$ cat config.mk
export PLATFORM = sky130hd
export DESIGN_NAME = regs_read_arbiter_flat
export DESIGN_NICKNAME = d
export VERILOG_FILES = /design/src/rtl/regs_read_arbiter_if.sv /design/src/rtl/regs_read_arbiter.sv /design/src/flat_wrapper.sv
export SDC_FILE = /design/constraint.sdc
export NUM_CORES = 1
export LEC_CHECK = 0
export CORE_MARGIN = 1.5
export CORE_UTILIZATION = 58
export DETAILED_ROUTE_END_ITERATION = 12
export DONT_BUFFER_PORTS = 1
export GPL_TIMING_DRIVEN = 0
export PLACE_DENSITY = 0.79
export SLEW_MARGIN = 25
export SYNTH_ARGS = -nofsm -noshare
export SYNTH_HDL_FRONTEND = slang
export SYNTH_SLANG_ARGS = --single-unit
$ cat constraint.sdc
create_clock -name clk -period 3.1 [get_ports clk]
set_input_delay 0.465 -clock clk [delete_from_list [all_inputs] [get_ports clk]]
set_output_delay 0.465 -clock clk [all_outputs]
set_load 0.02 [all_outputs]
$ cat src/rtl/regs_read_arbiter_if.sv
// Bundle between the operand-fetch side, the arbiter and the register file.
// The slave side is the arbiter; the master side is everything around it.
interface regs_read_arbiter_if #(
    parameter int NUM_REQ = 4,
    parameter int AW      = 4,
    parameter int DW      = 16
);
    logic [NUM_REQ-1:0]    req_valid;
    logic [NUM_REQ*AW-1:0] req_addr;
    logic [NUM_REQ-1:0]    req_ready;
    logic [NUM_REQ-1:0]    rsp_valid;
    logic [NUM_REQ*DW-1:0] rsp_data;
    logic                  wr_valid;
    logic [AW-1:0]         wr_addr;
    logic [DW-1:0]         wr_data;
    logic                  ren0;
    logic [AW-1:0]         raddr0;
    logic [DW-1:0]         rdata0;
    logic                  ren1;
    logic [AW-1:0]         raddr1;
    logic [DW-1:0]         rdata1;
    logic                  wen;
    logic [AW-1:0]         waddr;
    logic [DW-1:0]         wdata;

    modport slave (
        input  req_valid, req_addr, wr_valid, wr_addr, wr_data,
        input  rdata0, rdata1,
        output req_ready, rsp_valid, rsp_data,
        output ren0, raddr0, ren1, raddr1, wen, waddr, wdata
    );

    modport master (
        output req_valid, req_addr, wr_valid, wr_addr, wr_data,
        output rdata0, rdata1,
        input  req_ready, rsp_valid, rsp_data,
        input  ren0, raddr0, ren1, raddr1, wen, waddr, wdata
    );
endinterface

$ cat src/rtl/regs_read_arbiter.sv
// Round-robin sharing of the two regfile read ports, with a 2-cycle
// response pipeline and same-cycle write forwarding.
module regs_read_arbiter #(
    parameter int NUM_REQ = 4,
    parameter int AW      = 4,
    parameter int DW      = 16
) (
    input  logic               clk,
    input  logic               reset,
    regs_read_arbiter_if.slave bus
);
    localparam int IW = $clog2(NUM_REQ);

    logic [IW-1:0] r_ptr;

    logic          w_g0;
    logic          w_g1;
    logic [IW-1:0] w_i0;
    logic [IW-1:0] w_i1;
    logic [IW:0]   w_k;
    logic [IW-1:0] w_last;
    logic [IW:0]   w_nx;
    logic [AW-1:0] w_a0;
    logic [AW-1:0] w_a1;
    logic          w_f0;
    logic          w_f1;
    logic [DW-1:0] w_rd [2];

    logic [1:0]    r_v1;
    logic [1:0]    r_v2;
    logic [1:0]    r_f1;
    logic [1:0]    r_f2;
    logic [IW-1:0] r_i1 [2];
    logic [IW-1:0] r_i2 [2];
    logic [DW-1:0] r_d1 [2];
    logic [DW-1:0] r_d2 [2];

    // Scan from r_ptr with wrap; first two valid requesters win ports 0/1.
    always_comb begin
        w_g0 = 1'b0;
        w_g1 = 1'b0;
        w_i0 = '0;
        w_i1 = '0;
        w_k  = '0;
        for (int i = 0; i < NUM_REQ; i++) begin
            w_k = {1'b0, r_ptr} + (IW+1)'(i);
            if (w_k >= (IW+1)'(NUM_REQ))
                w_k = w_k - (IW+1)'(NUM_REQ);
            if (bus.req_valid[w_k[IW-1:0]]) begin
                if (!w_g0) begin
                    w_g0 = 1'b1;
                    w_i0 = w_k[IW-1:0];
                end else if (!w_g1) begin
                    w_g1 = 1'b1;
                    w_i1 = w_k[IW-1:0];
                end
            end
        end
    end

    // Next pointer sits just past the last requester granted this cycle.
    always_comb begin
        w_last = w_g1 ? w_i1 : w_i0;
        w_nx   = {1'b0, w_last} + (IW+1)'(1);
        if (w_nx >= (IW+1)'(NUM_REQ))
            w_nx = '0;
    end

    assign w_a0  = bus.req_addr[w_i0*AW +: AW];
    assign w_a1  = bus.req_addr[w_i1*AW +: AW];
    // A write in the grant cycle lands after the regfile samples the address.
    assign w_f0  = bus.wr_valid && (bus.wr_addr == w_a0);
    assign w_f1  = bus.wr_valid && (bus.wr_addr == w_a1);
    assign w_rd[0] = bus.rdata0;
    assign w_rd[1] = bus.rdata1;

    // Grant vector, blanked while reset is held.
    always_comb begin
        bus.req_ready = '0;
        if (!reset) begin
            if (w_g0)
                bus.req_ready[w_i0] = 1'b1;
            if (w_g1)
                bus.req_ready[w_i1] = 1'b1;
        end
    end

    assign bus.ren0   = !reset && w_g0;
    assign bus.raddr0 = (!reset && w_g0) ? w_a0 : '0;
    assign bus.ren1   = !reset && w_g1;
    assign bus.raddr1 = (!reset && w_g1) ? w_a1 : '0;
    assign bus.wen    = !reset && bus.wr_valid;
    assign bus.waddr  = bus.wr_addr;
    assign bus.wdata  = bus.wr_data;

    // Rotation pointer and the two-deep tag pipeline for each read port.
    always_ff @(posedge clk or posedge reset) begin
        if (reset) begin
            r_ptr <= '0;
            r_v1  <= '0;
            r_v2  <= '0;
            r_f1  <= '0;
            r_f2  <= '0;
            for (int p = 0; p < 2; p++) begin
                r_i1[p] <= '0;
                r_i2[p] <= '0;
                r_d1[p] <= '0;
                r_d2[p] <= '0;
            end
        end else begin
            if (w_g0)
                r_ptr <= w_nx[IW-1:0];
            r_v1    <= {w_g1, w_g0};
            r_f1    <= {w_f1, w_f0};
            r_i1[0] <= w_i0;
            r_i1[1] <= w_i1;
            r_d1[0] <= bus.wr_data;
            r_d1[1] <= bus.wr_data;
            r_v2    <= r_v1;
            r_f2    <= r_f1;
            for (int p = 0; p < 2; p++) begin
                r_i2[p] <= r_i1[p];
                r_d2[p] <= r_d1[p];
            end
        end
    end

    // Steer each returning read to its requester's slice.
    always_comb begin
        bus.rsp_valid = '0;
        bus.rsp_data  = '0;
        if (!reset) begin
            for (int p = 0; p < 2; p++) begin
                if (r_v2[p]) begin
                    bus.rsp_valid[r_i2[p]] = 1'b1;
                    bus.rsp_data[r_i2[p]*DW +: DW] =
                        r_f2[p] ? r_d2[p] : w_rd[p];
                end
            end
        end
    end
endmodule

$ cat src/flat_wrapper.sv
// flat-port wrapper written by rule: the top's interface ports become plain ports
module regs_read_arbiter_flat 
#(
    parameter int NUM_REQ = 4,
    parameter int AW      = 4,
    parameter int DW      = 16
)
  (clk, reset, bus_req_valid, bus_req_addr, bus_wr_valid, bus_wr_addr, bus_wr_data, bus_rdata0, bus_rdata1, bus_req_ready, bus_rsp_valid, bus_rsp_data, bus_ren0, bus_raddr0, bus_ren1, bus_raddr1, bus_wen, bus_waddr, bus_wdata);
  regs_read_arbiter_if #(.NUM_REQ(NUM_REQ), .AW(AW), .DW(DW)) bus_i ();
  input  logic clk;
  input  logic reset;
  input wire logic [$bits(bus_i.req_valid)-1:0] bus_req_valid;
  input wire logic [$bits(bus_i.req_addr)-1:0] bus_req_addr;
  input wire logic [$bits(bus_i.wr_valid)-1:0] bus_wr_valid;
  input wire logic [$bits(bus_i.wr_addr)-1:0] bus_wr_addr;
  input wire logic [$bits(bus_i.wr_data)-1:0] bus_wr_data;
  input wire logic [$bits(bus_i.rdata0)-1:0] bus_rdata0;
  input wire logic [$bits(bus_i.rdata1)-1:0] bus_rdata1;
  output wire logic [$bits(bus_i.req_ready)-1:0] bus_req_ready;
  output wire logic [$bits(bus_i.rsp_valid)-1:0] bus_rsp_valid;
  output wire logic [$bits(bus_i.rsp_data)-1:0] bus_rsp_data;
  output wire logic [$bits(bus_i.ren0)-1:0] bus_ren0;
  output wire logic [$bits(bus_i.raddr0)-1:0] bus_raddr0;
  output wire logic [$bits(bus_i.ren1)-1:0] bus_ren1;
  output wire logic [$bits(bus_i.raddr1)-1:0] bus_raddr1;
  output wire logic [$bits(bus_i.wen)-1:0] bus_wen;
  output wire logic [$bits(bus_i.waddr)-1:0] bus_waddr;
  output wire logic [$bits(bus_i.wdata)-1:0] bus_wdata;
  assign bus_i.req_valid = bus_req_valid;
  assign bus_i.req_addr = bus_req_addr;
  assign bus_i.wr_valid = bus_wr_valid;
  assign bus_i.wr_addr = bus_wr_addr;
  assign bus_i.wr_data = bus_wr_data;
  assign bus_i.rdata0 = bus_rdata0;
  assign bus_i.rdata1 = bus_rdata1;
  assign bus_req_ready = bus_i.req_ready;
  assign bus_rsp_valid = bus_i.rsp_valid;
  assign bus_rsp_data = bus_i.rsp_data;
  assign bus_ren0 = bus_i.ren0;
  assign bus_raddr0 = bus_i.raddr0;
  assign bus_ren1 = bus_i.ren1;
  assign bus_raddr1 = bus_i.raddr1;
  assign bus_wen = bus_i.wen;
  assign bus_waddr = bus_i.waddr;
  assign bus_wdata = bus_i.wdata;
  regs_read_arbiter #(.NUM_REQ(NUM_REQ), .AW(AW), .DW(DW)) u_core (.clk(clk), .reset(reset), .bus(bus_i));
endmodule
run_1/placement_by_type.png
Scale bar: 20 um. Fill, decap, tap and diode cells in gray.
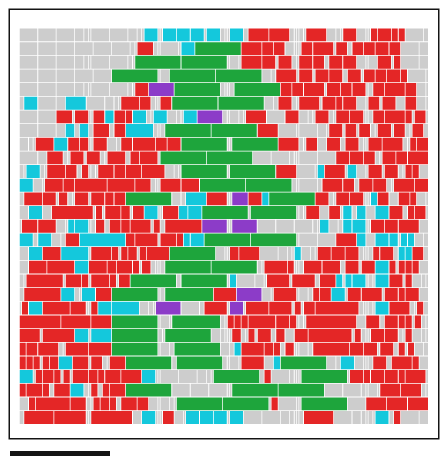
[other buffers and delay cells] cyan | cells: 80 | share of their area: 12%
[flops] green | cells: 50 | share of their area: 27%
[clock drivers and dummy loads] purple | cells: 8 | share of their area: 2.1%
[combinational and other logic] red | cells: 341 | share of their area: 59%
total non-filler cell area in the finished layout: 4738 um2
Rows: 29
core outline area: 6422 um2

run_1/layer_met1.png
Supply wires on this layer in gray.
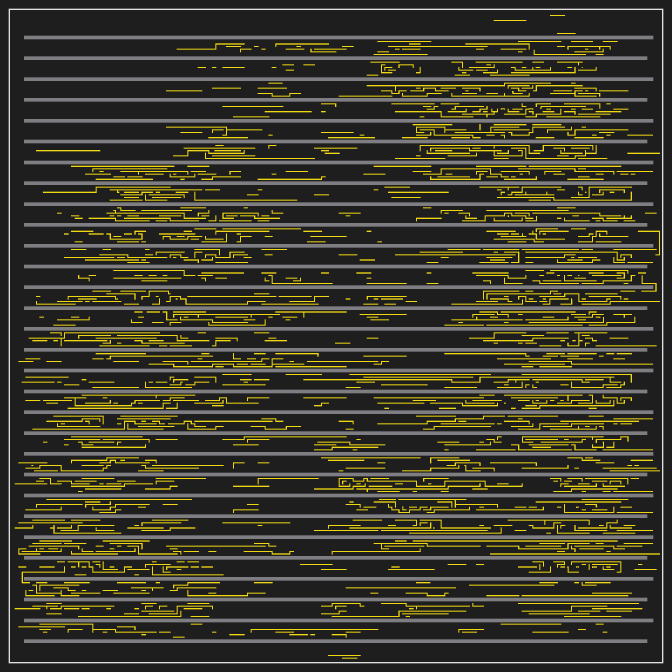
share of all routed wire: 37%
main direction: horizontal
wire length on this layer: 4420 um
nets with wire on the layer: 494
Routed WL: 12.06 mm
number of vias in the routed layout: 3735

==> notes.md, run 1 <==
• finished, violations left — run status
• design-rule violations, negative setup slack — violations in the final reports
• 50 — total number of clock tree sinks
• 739.5 ps — slew at the pin with the worst max-slew slack
• 0.5070 — tightest slew margin relative to the limit
• 445 — instance tally after logic synthesis
• 178 — I/O Pins
• 0.2104 — Compound Share, Synth
• 0.3967 — fraction of layout cells with a size suffix above 1
• 468 — tally of filler cells in the layout
• 0.04406 — synthesized-area fraction occupied by adder cells
• 804.4 nW/um2 — power density over the cells
• 6 — Setup violations, final
• 3919 um2 — cell area after technology mapping
• 80 — Non-clk bufs
• 68 — post-CTS sizing
• 2 — H-tree depth
• output port — crit path capture type
• 50 — FF+latch count, synth
• 0.5603 — multi-input logic portion of the cell area
• 8.806 um2 — average instance area after synthesis
• 0.1430 — MUX area fraction
• 0.003811 W — overall power of the completed layout
• 17 — Post-route DRC
• 2880 ps — CP Data Arrival Time
• 0 — number of antenna violations at the first check in global routing
• -246.5 ps — min setup slack post-route
• 5 — number of buffers inserted during clock tree synthesis
• sky130_fd_sc_hd__buf_8 — CP most frequent cell
• 15 — number of logic inverters in the finished layout
• 1.080 — period utilization
• 0 — number of max-slew violations in the final report
• 445 — number of cells in the yosys synthesis report
• 5.911 mm — metal2 WL
• 0.02235 — post-synthesis share of cell area spent on xor and xnor gates
• 2630 ps — required time of the critical path
run_1/wires.png
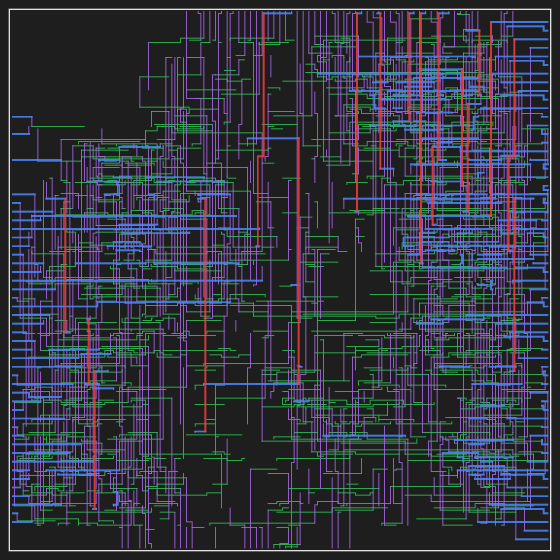
[metal 3] blue | wire length: 1280 um
[metal 1] green | wire length: 4420 um
[metal 2] purple | wire length: 5910 um
[metal 4] red | wire length: 451 um
post-DR wirelength/cell: 21.69 um
all-layer global routing usage: 0.3023

## run 1: worst paths after layout
| path | depth (start not counted) | end | slack [ps] | start |
|---|---|---|---|---|
| max reg2reg | 14 | u_core.r_f1[0] | 50 | u_core.r_ptr[1] |
| min in group asynchronous | 2 | u_core.r_v1[0] | 420 | reset |
| min reg2reg | 0 | u_core.r_d2[29] | 350 | u_core.r_d1[29] |
| max | 12 | bus_raddr0[3] | -250 | u_core.r_ptr[1] |
| max in group asynchronous | 2 | u_core.r_d2[27] | 2260 | reset |
| min | 0 | u_core.r_d1[16] | 180 | bus_wr_data[0] |
## run 1: through the flow
stage                     utilization  setup TNS, ps  hold WS [ps]  cell area (um2)
after CTS                      0.6990         -918.3         180.1             4489
after global placement         0.6263         -13220         331.9             4023
after floorplan                     -              0         331.2             3926
final                          0.7378         -753.7         183.3             4738
after detailed placement       0.6293          -3170         334.7             4041
after global routing           0.7378          -1422         165.8             4738
## run 1: cells in the mapped netlist (2+ instances only)
cell type                  instances  area (um2)
sky130_fd_sc_hd__a211o_1           2       17.52
sky130_fd_sc_hd__dfrtp_1          50        1251
sky130_fd_sc_hd__mux2i_1          11       110.1
sky130_fd_sc_hd__nor2_1           78       292.8
sky130_fd_sc_hd__a21boi_0          3       22.52
sky130_fd_sc_hd__a31oi_1           2       12.51
sky130_fd_sc_hd__mux2_2           36       405.4
sky130_fd_sc_hd__clkbuf_1         26       97.59
sky130_fd_sc_hd__a22oi_1          66       495.5
sky130_fd_sc_hd__inv_1            10       37.54
sky130_fd_sc_hd__o21a_1            2       15.01
sky130_fd_sc_hd__and4_1            3       26.28
sky130_fd_sc_hd__buf_6             2       22.52
sky130_fd_sc_hd__nand3b_1          5       37.54
sky130_fd_sc_hd__a211oi_2          2       25.02
sky130_fd_sc_hd__and2_1            5       31.28
sky130_fd_sc_hd__clkinv_1          2       7.510
sky130_fd_sc_hd__mux4_2            2       45.04
sky130_fd_sc_hd__a21oi_1          11       55.05
sky130_fd_sc_hd__a211oi_1          3       22.52
sky130_fd_sc_hd__nor4_1            2       12.51
sky130_fd_sc_hd__xor2_1            7       61.31
sky130_fd_sc_hd__nand3_1           5       25.02
sky130_fd_sc_hd__o32ai_1           3       26.28
sky130_fd_sc_hd__ha_1             13       162.7
sky130_fd_sc_hd__nor4b_1           2       17.52
sky130_fd_sc_hd__buf_2             3       15.01
sky130_fd_sc_hd__nand2b_1          7       43.79
sky130_fd_sc_hd__nand2_1          24       90.09
sky130_fd_sc_hd__nor2b_1           4       25.02
sky130_fd_sc_hd__o21ai_0           6       30.03
sky130_fd_sc_hd__xnor2_1           3       26.28
sky130_fd_sc_hd__nor3_1            2       10.01
sky130_fd_sc_hd__buf_4            25       187.7
sky130_fd_sc_hd__o22ai_1           3       18.77
## run 1: power by group through the flow
stage | Combinational [W] | Sequential (W) | Clock (W)
global route | 0.00274 | 0.000840 | 0.000433
global placement | 0.00172 | 0.000818 | 0
CTS | 0.00230 | 0.000823 | 0.000400
detailed placement | 0.00177 | 0.000830 | 0
finish | 0.00259 | 0.000830 | 0.000395
floorplan | 0.00145 | 0.000805 | 0
run_1/metal_density.png
The die is cut into 17 by 17 equal tiles; black is low, pale yellow is high, scaled to the fullest tile. Values are wire area over tile area, all layers added.
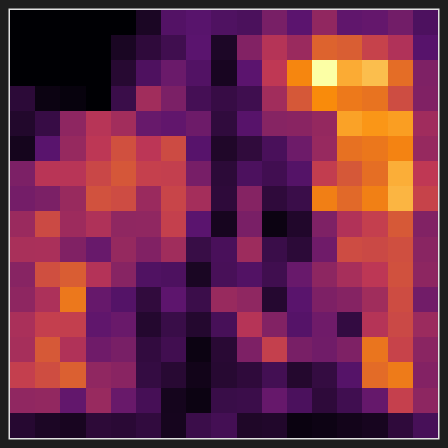

==> run 1 -> run 2 <==
==> constraint.sdc (replaced) <==
create_clock -name clk -period 3.1 [get_ports clk]
set_input_delay 0.93 -clock clk [delete_from_list [all_inputs] [get_ports clk]]
set_output_delay 0.93 -clock clk [all_outputs]
set_load 0.02 [all_outputs]
run_2/metal_density.png
The die is cut into 17 by 17 equal tiles; black is low, pale yellow is high, scaled to the fullest tile. Values are wire area over tile area, all layers added.
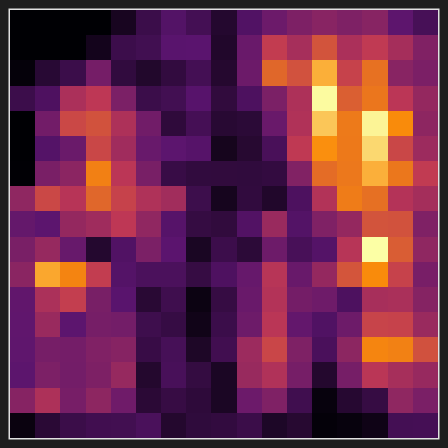
mean over tiles: 0.29
fullest tile: 0.88
nearly empty tiles: 4.2%
tiles over half the peak: 18%
all-layer global routing usage: 0.3037
Routed WL: 12.20 mm

run_2/placement_by_type.png
Scale bar: 20 um. Fill, decap, tap and diode cells in gray.
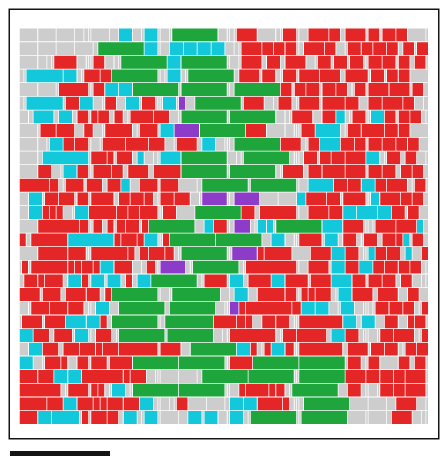
[clock drivers and dummy loads] purple | cells: 8 | share of their area: 1.7%
[combinational and other logic] red | cells: 340 | share of their area: 58%
[flops] green | cells: 50 | share of their area: 25%
[other buffers and delay cells] cyan | cells: 96 | share of their area: 16%
sequential share of cell area: 0.2450
fraction of the core area covered by cells at the end of the flow: 0.7966
total non-filler cell area in the finished layout: 5116 um2

==> run 2 against run 1 <==
Against the previous run: the run still ends with design-rule violations, negative setup slack left; clock power decreased by 11%; non-clock buffer count increased by 16; register-to-register slack got worse by 320 ps; critical path type is now in2out; flip-flop count unchanged; utilization increased by 5.9 points; clock skew increased by 0.81 ps; synthesized cell count unchanged; power increased by 4.3%.
==> notes.md, run 2 <==
• buf_12, buf_6, mux2_4, nor2_4, a21oi_2, ha_1, o32ai_2, a211oi_2, buf_4, buf_4, mux4_2, and2_4 — series of cell instances along the critical path
• 178 — I/O Pins
• 8.806 um2 — average instance area after synthesis
• 27 — largest net degree at the start of global routing
• done — TritonCTS clock tree
• 14 — Post-route DRC
• 3919 um2 — cell area after technology mapping
• 50 — total number of clock tree sinks
• 13 — Setup violations, final
• 522 — Placed Cells incl. Taps
• 0 — post-cts hold buffer count
• 0 — number of port buffers
• bus_req_valid[0] — launch point of the worst path
• u_core.r_ptr[1] — critical register-to-register path startpoint
• 2 — buffers from clock root to sink, at most
• finished, violations left — run status
• met2 — GRT busiest layer
• 0 — final-report hold violation count
• u_core.r_d1 (16), u_core.r_d2 (16) — Regs by FF count
• 7258 um2 — chip area
• 0.05350 — met3 layer usage reported by global route
• 2170 ps — required time of the critical path
• 12 — number of logic stages on the critical path including buffering
• 50 — FF+latch count, synth
• bus_raddr0[0] — capture point of the worst path
• 21.36 um — post-DR wirelength/cell
• 29 — Rows
• 9 — critical path peak fanout
• 0 — Max Cap Viol
• 2 — H-tree depth
• -8807 ps — summed negative setup slack over all endpoints
• 246.5 MHz — max frequency
• 0.3193 — Dominant cell area share
• 3130 ps — CP Data Arrival Time
• 445 — number of cells in the yosys synthesis report
• sky130_fd_sc_hd__nor2_1, sky130_fd_sc_hd__a22oi_1, sky130_fd_sc_hd__dfrtp_1, sky130_fd_sc_hd__mux2_2, sky130_fd_sc_hd__clkbuf_1 — most frequent cells after synthesis
• -270 ps — setup slack of the worst register-to-register path
• multiplexers — crit-path leading delay family
• sky130_fd_sc_hd__dfrtp_1 — cell type with the largest total area
• 0 — number of antenna violations at the first check in global routing
• 571 — count of non-filler cells in the finished layout
• 17 — R2R cell count
• sky130_fd_sc_hd__buf_4 — CP most frequent cell
• 39 — total tool warning count
• 1.962 nW — total leakage power
• 581 — number of nets in the final layout
• 445 — instance tally after logic synthesis
• -957.3 ps — min setup slack post-route
• 5 — number of buffers inserted during clock tree synthesis
• 1.309 — period utilization
• 4057 ps — shortest period the worst path allows
• sky130_fd_sc_hd__nor2_1 — most common cell in the netlist
• 0 — number of max-slew violations in the final report
• 0.5243 — fraction of layout cells with a size suffix above 1
• 776.8 nW/um2 — power density over the cells
• 3784 — number of vias in the routed layout
• true — RSZ-0062 raised after global routing
• design-rule violations, negative setup slack — violations in the final reports
• 500 ps — largest stage delay on the critical path
• 744.5 ps — slew at the pin with the worst max-slew slack
• 0 — remaining antenna violation count after routing
• 0.6102 — fp util
• 6422 um2 — core outline area
• 30.56% — Area Growth Syn to Fin
• 533 — net count entering floorplan
• u_core.r_f1[0] — capture point of the worst reg-to-reg path
• 0.9262 — final weighted congestion of routability-driven global placement
• reg2reg — class of the most critical hold timing path
• 0 — EDFF count, synth
• 85.20 um — die width
• sky130_fd_sc_hd__dfrtp_1 — Dominant Register Cell
• 0.5037 — tightest slew margin relative to the limit
• output port — crit path capture type
• sky130_fd_sc_hd__dfrtp_1, sky130_fd_sc_hd__a22oi_1, sky130_fd_sc_hd__mux2_2, sky130_fd_sc_hd__nor2_1, sky130_fd_sc_hd__buf_4 — Synth area leaders
## run 2: what timing repair did
item                                    CTS  global route
gates cloned                              2             2
resized                                 117            52
pin swaps                                20            24
setup buffers                            30            15
endpoints found under the setup margin   78            73
## run 2: logic make-up after synthesis
family,synth area share
AND/OR/NAND/NOR,0.1657
AND-OR/OR-AND,0.2104
buffers and inverters,0.09514
flip-flops,0.3193
multiplexers,0.1430
adder cells (fa/ha/maj),0.04406
XOR/XNOR,0.02235
## run 2: worst reg2reg max path: cells and delay by family (launching register included)
kind                     cells  cell delay [ps]
AND-OR/OR-AND                2              180
XOR/XNOR                     1              170
adder cells (fa/ha/maj)      1              230
buffers and inverters        7             1080
flip-flops                   1              400
multiplexers                 2              510
AND/OR/NAND/NOR              4              710
## run 2: metal layers
layer | vias up | part of all wire | wire (um)
li1 | 1673 | - | -
met2 | 275 | 0.50 | 6059
met1 | 1792 | 0.37 | 4519
met3 | 44 | 0.094 | 1145
met5 | - | 0 | 0
met4 | 0 | 0.039 | 472
## run 2: how the worst min path moves through the flow
| stage | from | to | slack (ps) | cells after the start |
|---|---|---|---|---|
| 2_1_floorplan | u_core.r_d1[16] | u_core.r_d2[16] | 330 | 0 |
| 3_3_place_gp | u_core.r_v1[0] | u_core.r_v2[0] | 330 | 0 |
| 3_5_place_dp | u_core.r_d1[18] | u_core.r_d2[18] | 330 | 0 |
| 4_1_cts | u_core.r_v1[0] | u_core.r_v2[0] | 350 | 0 |
| 5_1_grt | u_core.r_v1[1] | u_core.r_v2[1] | 360 | 0 |
| 6_report | u_core.r_v1[0] | u_core.r_v2[0] | 340 | 0 |
## run 2: where the power goes
group | internal, W | switching, W
Clock | 0.000159 | 0.000192
Sequential | 0.000748 | 0.0000766
Combinational | 0.00125 | 0.00155
## run 2: cell type report
class | instances | area (um2)
fill | 412 | 1306
inverter | 13 | 61.31
clock buffer | 6 | 72.57
sequential | 50 | 1254
timing repair buffer | 46 | 349.1
buffer | 50 | 440.4
timing repair inverter | 1 | 7.507
multi-input combinational | 326 | 2821
tap | 77 | 96.34
clock inverter | 2 | 13.76
## run 2: per-stage QoR
step	instance area, um2	setup slack (ps)	utilization	hold WS (ps)	power, W
3_5_place_dp	4149	-1157	0.6460	334.7	0.002667
3_3_place_gp	4149	-1134	0.6460	331.5	0.002637
4_1_cts	4846	-985.8	0.7545	348.9	0.003689
5_1_grt	5116	-997.2	0.7966	360.1	0.004174
2_1_floorplan	4053	-881.5	-	331.2	0.002361
6_report	5116	-957.3	0.7966	341.9	0.003974
Power figures rest on the tool's default switching activity, not on a simulated workload.
